### Wires at chosen ports, followed through buffers

Drawn at 6 px/um.
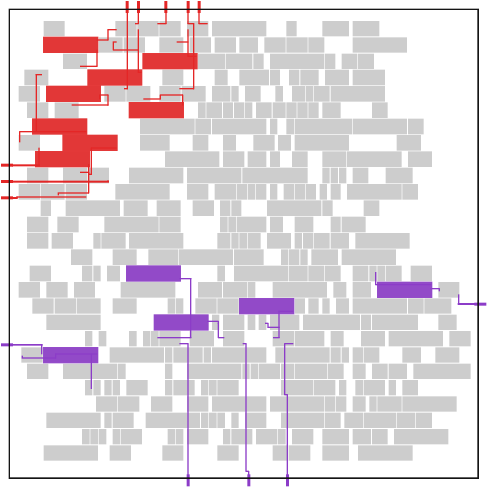
### Sequential cells coloured by netlist name

Drawn at 4 px/um. Other sequential cells in the stronger grey, the rest of the logic in the fainter grey.
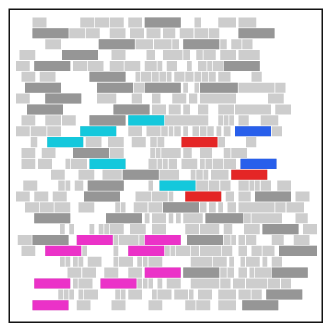
### Cell classes on the final placement

Drawn at 4 px/um.
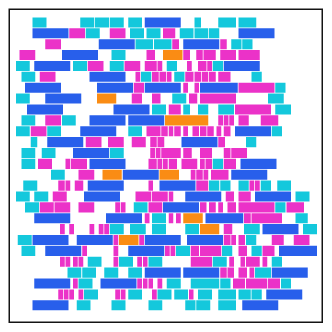
Design cache_mem_controller, sky130hd; sources not shown.
==> qor.yml <==
outcome: "finished, violations left"
violations: "setup timing"
fin_crit_ns: 1.63
synthDistinctLibCells: 36
antenna_found_initial: 0
numCtsBuffers: 5
syn_inst: 227
wl_per_cell_um: 14.2
grt_pass1_vias: 2020
drt_drc_violations_left: 0
yosys_area_um2: 2420
diodes: 0
worstPathMaxFanout: 3
placed_area_um2: 3270
antenna_left: 0
yosysWarnings: 0
slowest_stage: "dfrtp_1"
worst_slack_ns: -0.0258
yosysMostFrequentCell: "nand2_1"
setup_viol_count_final: 5
cp.buffers_inverters: 2
drive_gt1_share_pct: 26.6
largest_area_cell: "dfrtp_1"
max_stage_delay_ns: 0.42
areaGrowthSynthToFinish_pct: 53.0
dieArea_um2: 6070
vdd_drop_max_v: 0.000849
synth.net_count: 265
num_vias: 2046
edf_count: 0
post-place-cells: 373
max_freq_ghz: 0.615
crit_family: "flip-flops"
clock.latency.late_pin_ns: 0.31
criticalPathCategory: "reg2reg"
post-cts-setup-buffers: 22
synth_top_area_share_pct: 53.8
finalHoldViolations: 0
wirelength_um: 5790
rrSetupSlack_ns: -0.03
synthTopCellsByCount: "nand2_1, dfrtp_1, mux2_2"
slew_headroom_pct: 72.2
area_leaders: "dfrtp_1, mux2_2, nand2_1"
drtIter0Drc: 144
skew_ns: 0.00549
htreeDepth: 2
tightest_slew_ns: 0.417
arrival_ns: 1.82
ys_seq_share_pct: 53.8
cts_buffer_depth: 2
die_w_um: 77.9
cts_tree: "done"
grt_setup_unrepaired: "yes"
crit_required_ns: 1.80
hold_buffers: 0
grt_use_total_pct: 20.1
die_h_um: 77.9
drv_cap: 0
drt_first_pass_iters: 4
fp_util_pct: 43.7
path_cells: "buf_6 -> ha_4 -> and3b_1 -> buf_6 -> o21ai_1 -> mux2_2"
ys.flops: 52
-- 'Wires at chosen ports, followed through buffers' (at the start) --
Key: ram_data = red [bits 8, direction output, edge 5 top, 3 left, end cells 8, buffers 8, wire 169 um]; fill_tag = purple [bits 5, direction output, edge 3 bottom, 1 right, 1 left, end cells 5, buffers 5, wire 146 um]
Port Buf Inserts: 73
I/O pin cnt: 75

-- 'Sequential cells coloured by netlist name' (at the start) --
Key: state_q = blue [placed flops 2]; lat_cnt_q = red [placed flops 3]; ram_addr = cyan [placed flops 5]; fill_data = magenta [placed flops 8]
Final Util: 66.8%
Storage cell area: 1310 um^2
Seq area share: 35.2%
sequential power: 2260 uW

-- 'Cell classes on the final placement' (at the start) --
Key: remaining buffers and delay cells = cyan [cells 106, share of their area 28%]; remaining logic cells = magenta [cells 169, share of their area 32%]; clock drivers and dummy loads = orange [cells 8, share of their area 3.5%]; registers = blue [cells 52, share of their area 36%]
Site Rows: 27
core footprint: 5540 um^2
final instance area: 3700 um^2

cells by family (layout without fill, tap and decap cells):
group | Yosys count | after routing | synth area share [%]
AOI/OAI and AO/OA | 30 | 30 | 8.22
xor gates and xnor gates | 6 | 6 | 2.17
adders and majority gates | 8 | 8 | 4.14
buffers and inverters | 14 | 122 | 2.64
DFF | 52 | 52 | 53.8
muxes | 25 | 25 | 11.4
and+or+nand+nor | 92 | 92 | 17.7
routing by layer:
layer  share of wire, %  wire length, um  vias up  global-route usage [%]
met4                2.1              123        0                    7.96
met5                  0                0        -                       0
li1                   -                -      998                       -
met1                 46             2650      995                    27.3
met3                3.7              217       10                    3.53
met2                 48             2800       43                    32.1
layout make-up:
type / instances / area [um^2]
buffer: 4 / 35.0
sequential: 52 / 1310
tap: 72 / 90.1
fill: 429 / 1840
multi-input combinational: 161 / 1140
clock buffer: 7 / 96.3
clock inverter: 1 / 30.0
timing repair buffer: 102 / 976
inverter: 8 / 30.0
cell usage in the layout (no fill, tap or decap), types with 6 or more instances in the layout:
cell type	netlist	final
a21oi_1	12	12
buf_4	0	25
clkbuf_8	0	7
clkdlybuf4s50_1	0	62
dfrtp_1	52	49
dlymetal6s2s_1	0	6
mux2_2	19	18
nand2_1	55	55
nand3_1	8	7
per-stage QoR:
| stage | power [uW] | hold WS [ns] |
|---|---|---|
| floorplan | 3800 | 0.425 |
| global placement | 5060 | 0.459 |
| detailed placement | 5160 | 0.464 |
| CTS | 6500 | 0.322 |
| global route | 7060 | 0.365 |
| finish | 6640 | 0.311 |
where the power goes:
part	leakage, uW	total [uW]	internal (uW)	switching [uW]
registers	0.000639	2260	1880	374
clock network	0.0000645	989	552	436
logic	0.00104	3390	1880	1510
total	0.00174	6640	4320	2320
No activity file was given, so power comes from the tool's default toggle rates.
